===== config.mk =====
export PLATFORM = sky130hd
export DESIGN_NAME = ccc_pll_lock_sequencer
export DESIGN_NICKNAME = d
export VERILOG_FILES = /design/src/rtl/ccc_pll_lock_sequencer.sv
export SDC_FILE = /design/constraint.sdc
export NUM_CORES = 1
export LEC_CHECK = 0
export CORE_UTILIZATION = 32
export DETAILED_ROUTE_END_ITERATION = 6
export SLEW_MARGIN = 20
export SYNTH_ARGS = -nofsm -noshare
export SYNTH_HDL_FRONTEND = slang
export SYNTH_SLANG_ARGS = --single-unit

===== constraint.sdc =====
create_clock -name clk_i -period 1.95 [get_ports clk_i]
set_input_delay 0.39 -clock clk_i [delete_from_list [all_inputs] [get_ports clk_i]]
set_output_delay 0.39 -clock clk_i [all_outputs]
set_load 0.05 [all_outputs]

===== src/rtl/ccc_pll_lock_sequencer.sv =====
// Power-up/lock sequencer for the PF_CCC PLL: holds the PLL in power-down, qualifies a
// synchronized lock with timeout/stability/retry rules, then releases a delayed fabric reset.
module ccc_pll_lock_sequencer #(
  parameter int unsigned PWRDN_CYCLES = 16,
  parameter int unsigned LOCK_TIMEOUT = 4096,
  parameter int unsigned LOCK_STABLE  = 256,
  parameter int unsigned RST_DELAY    = 16,
  parameter int unsigned MAX_RETRIES  = 3
) (
  input  logic       clk_i,
  input  logic       rst_i,
  input  logic       enable_i,
  input  logic       restart_i,
  input  logic       pll_lock_i,
  output logic       pll_powerdown_n_o,
  output logic       fab_reset_n_o,
  output logic       ready_o,
  output logic       fail_o,
  output logic       lock_lost_o,
  output logic [3:0] retry_cnt_o,
  output logic [2:0] state_o
);

  localparam int unsigned MAX_A = (PWRDN_CYCLES > LOCK_TIMEOUT) ? PWRDN_CYCLES : LOCK_TIMEOUT;
  localparam int unsigned MAX_B = (LOCK_STABLE > RST_DELAY) ? LOCK_STABLE : RST_DELAY;
  localparam int unsigned MAX_P = (MAX_A > MAX_B) ? MAX_A : MAX_B;
  localparam int unsigned CW    = $clog2(MAX_P) + 1;

  localparam logic [CW-1:0] PWRDN_LAST   = CW'(PWRDN_CYCLES - 1);
  localparam logic [CW-1:0] TIMEOUT_LAST = CW'(LOCK_TIMEOUT - 1);
  localparam logic [CW-1:0] STABLE_LAST  = CW'(LOCK_STABLE - 1);
  localparam logic [CW-1:0] RSTDLY_LAST  = CW'(RST_DELAY - 1);
  localparam logic [3:0]    MAX_R        = 4'(MAX_RETRIES);

  typedef enum logic [2:0] {
    S_IDLE    = 3'd0,
    S_PWRDN   = 3'd1,
    S_WAIT    = 3'd2,
    S_STABLE  = 3'd3,
    S_RST_DLY = 3'd4,
    S_RUN     = 3'd5,
    S_FAIL    = 3'd6
  } state_t;

  state_t        state_q, state_d;
  logic [CW-1:0] cnt_q, cnt_d;
  logic [3:0]    retry_q, retry_d;
  logic          lock_lost_q, lock_lost_d;
  logic          sync1_q, lock_s_q;
  logic          pwrdn_n_q, fab_rst_n_q, ready_q, fail_q;
  logic          reenter;

  always_comb begin
    state_d     = state_q;
    retry_d     = retry_q;
    lock_lost_d = lock_lost_q;
    cnt_d       = cnt_q + 1'b1;
    reenter     = 1'b0;

    if (!enable_i) begin
      state_d = S_IDLE;
      retry_d = '0;
    end else if (restart_i && (state_q != S_IDLE)) begin
      // Restart from PWRDN counts as a fresh entry even if already there.
      state_d     = S_PWRDN;
      retry_d     = '0;
      lock_lost_d = 1'b0;
      reenter     = 1'b1;
    end else begin
      unique case (state_q)
        S_IDLE:   state_d = S_PWRDN;
        S_PWRDN:  if (cnt_q == PWRDN_LAST) state_d = S_WAIT;
        S_WAIT: begin
          if (lock_s_q) begin
            state_d = S_STABLE;
          end else if (cnt_q == TIMEOUT_LAST) begin
            if (retry_q == MAX_R) begin
              state_d = S_FAIL;
            end else begin
              retry_d = retry_q + 4'd1;
              state_d = S_PWRDN;
            end
          end
        end
        S_STABLE: begin
          if (!lock_s_q)                  state_d = S_WAIT;
          else if (cnt_q == STABLE_LAST)  state_d = S_RST_DLY;
        end
        S_RST_DLY: begin
          if (!lock_s_q) begin
            lock_lost_d = 1'b1;
            state_d     = S_PWRDN;
          end else if (cnt_q == RSTDLY_LAST) begin
            retry_d = '0;
            state_d = S_RUN;
          end
        end
        S_RUN: begin
          if (!lock_s_q) begin
            lock_lost_d = 1'b1;
            state_d     = S_PWRDN;
          end
        end
        S_FAIL:   state_d = S_FAIL;
        default:  state_d = S_IDLE;
      endcase
    end

    if ((state_d != state_q) || reenter ||
        (state_d inside {S_IDLE, S_RUN, S_FAIL})) begin
      cnt_d = '0;
    end
  end

  always_ff @(posedge clk_i or posedge rst_i) begin
    if (rst_i) begin
      state_q     <= S_IDLE;
      cnt_q       <= '0;
      retry_q     <= '0;
      lock_lost_q <= 1'b0;
      sync1_q     <= 1'b0;
      lock_s_q    <= 1'b0;
      pwrdn_n_q   <= 1'b0;
      fab_rst_n_q <= 1'b0;
      ready_q     <= 1'b0;
      fail_q      <= 1'b0;
    end else begin
      sync1_q     <= pll_lock_i;
      lock_s_q    <= sync1_q;
      state_q     <= state_d;
      cnt_q       <= cnt_d;
      retry_q     <= retry_d;
      lock_lost_q <= lock_lost_d;
      // Outputs decoded from the next state so they change on the entering edge.
      pwrdn_n_q   <= (state_d inside {S_WAIT, S_STABLE, S_RST_DLY, S_RUN});
      fab_rst_n_q <= (state_d == S_RUN);
      ready_q     <= (state_d == S_RUN);
      fail_q      <= (state_d == S_FAIL);
    end
  end

  assign pll_powerdown_n_o = pwrdn_n_q;
  assign fab_reset_n_o     = fab_rst_n_q;
  assign ready_o           = ready_q;
  assign fail_o            = fail_q;
  assign lock_lost_o       = lock_lost_q;
  assign retry_cnt_o       = retry_q;
  assign state_o           = state_q;

endmodule


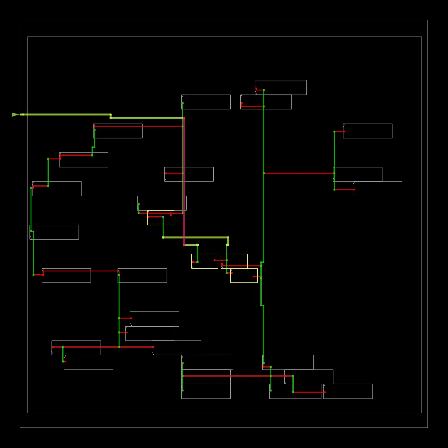
(images/final_clocks.png)
Clock Buffer Count: 4
clock group total power: 0.000360 W

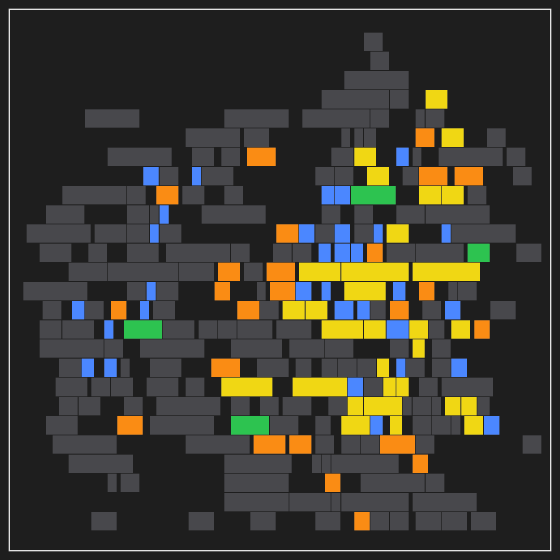
(images/gate_families.png)
[green] AND-OR and OR-AND gates | cells: 4
[yellow] inverting AOI/OAI gates | cells: 30
[blue] NAND gates | cells: 32
[orange] AND and OR gates | cells: 24

==> results.txt <==
This note records the results obtained with Yosys and OpenROAD.

STA
The final timing report counts setup violations totalling 14. Subtracting the final worst setup slack from the clock period gives 2.22 ns. In the final run the clock tree shows a worst skew of 0.00485 ns. The hold violation total from the final report is 0. Setup repair after global routing could not meet its margin everywhere.

Setup slack on the critical path of the routed design comes to -0.273 ns.

Yosys
The number of nets in the synthesized netlist is 191. The tally of yosys warning messages is 0. Multiplexer cells account for 0% of the synthesized area.

The cell type that accounts for the most area after synthesis is sky130_fd_sc_hd__dfrtp_1. For reference, full adder, half adder and majority cells occupy 1.41% of the area reported after synthesis. Sequential elements use 36.5% of the synthesized area. In this run, the synthesized area fraction spent on AND-OR/OR-AND gates is recorded as 14.5%. The main flop type is sky130_fd_sc_hd__dfrtp_1. The post-synth tally of flip-flops with integrated enable is 0.

The main area contributors are sky130_fd_sc_hd__dfrtp_1 (37%), sky130_fd_sc_hd__nor4_2 (7.0%), sky130_fd_sc_hd__xor2_1 (3.4%), sky130_fd_sc_hd__nand3_1 (2.8%), sky130_fd_sc_hd__xnor2_1 (2.5%).

Die
The floorplan report gives the top-level pin count as 17. The die span in x is 76.6 µm.

Global route
The number of antenna violations at the first check in global routing is 0. Global routing finished with a remaining overflow of 0. The global routing stage identified its most utilized layer as met2.

The via count of the first global-routing pass was 1651. The first global-routing pass estimated 8160 µm of wire. The met1 layer usage reported by global route is 24.8%.

Place
The last weighted congestion value of the routability-driven placer is 0.886. Per the placement report, the placed cell count is 309. The count of buffers from port buffering is 16.

Pwr
Internal power comes to 0.000788 W. The share of total power in sequential cells is 52.2%. The clock network is responsible for 34.2% of the overall power.

Drt
The detailed-route wire length per cell is 15.5 µm. The routed via count is 1697. For this run, the detailed router reports a per-instance via density of 5.29. Wire segments on met3 add up to 144 µm in the final route. The number of routed nets with antenna violations is 0.

Worst setup path
The start-to-end type of the worst setup path is reg -> reg. The OpenROAD report gives the critical path a required time of 2.11 ns. The critical path goes through or4_4, or2_4, o221ai_4, nor2_2, buf_4, a21oi_4, buf_12, nor4_4.

The maximum fanout along the worst path is 7. Per the STA report, the cell with the highest stage delay on the worst path is sky130_fd_sc_hd__or4_4. According to the timing report, the arrival time at the worst endpoint equals 2.39 ns. The launching point of the worst reg2reg path is cnt_q[5].

Finish
The register with the most flip-flops is cnt_q. The fraction of layout cells with a size suffix above 1 is 51.8%. The final non-filler cell total is 321. With fillers left out, the area of the finished cells amounts to 2710 µm².

Clocking
The maximum number of buffers from clock root to sink is 2. As reported, the later end of the worst-skew pair has a clock insertion delay of 0.27 ns. In this run the number of H-tree levels came out at 1. Per the TritonCTS log, the buffer count is 3. TritonCTS built the clock tree.

Min path
Checking hold timing, the worst path is listed with class reg -> reg.

Status
The checks that failed: negative setup slack. The run finished, with violations left.

Run
The tool flagged a number of max-cap violations equal to 0.
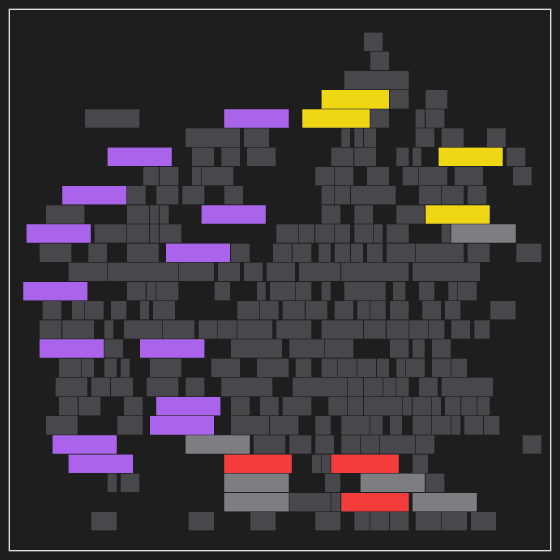
(images/registers.png)
[red] state_o | placed flops: 3
[purple] cnt_q | placed flops: 13
[yellow] retry_cnt_o | placed flops: 4 | where: north-east
not coloured: 6

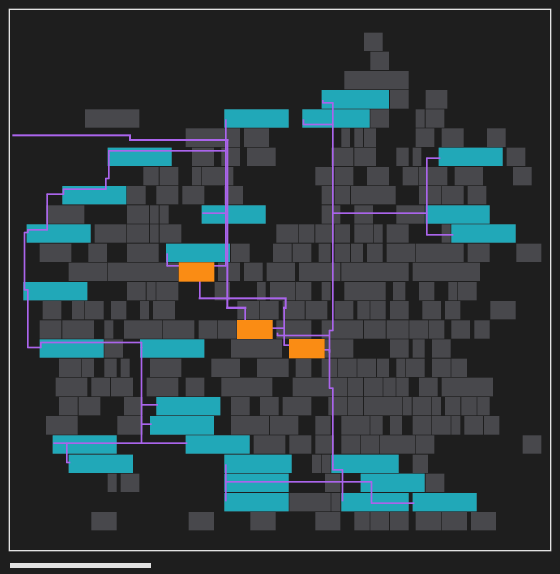
(images/clock_map.png)
The bar under the picture is 20 µm long.
[cyan] flip-flops | count: 26
[purple] clock wires | length: 378 µm
[orange] cells driving clock nets | count: 3
routed clock nets: 4
flops lie: spread over the die

power groups by stage:
stage | logic, W | clock network, W | registers [W]
after global routing | 0.000155 | 0.000397 | 0.000550
after floorplan | 0.0000652 | 0 | 0.000563
final | 0.000143 | 0.000360 | 0.000549
after detailed placement | 0.000118 | 0 | 0.000560
after global placement | 0.000119 | 0 | 0.000560
after CTS | 0.000133 | 0.000373 | 0.000549
area by class of cell:
| cell class | instances | area, µm² |
|---|---|---|
| tap | 70 | 87.6 |
| fill | 475 | 2530 |
| clock buffer | 4 | 55.1 |
| multi-input combinational | 139 | 1230 |
| sequential | 26 | 657 |
| timing repair buffer | 76 | 657 |
| inverter | 6 | 22.5 |
Power is estimated from default activity; no workload was simulated.
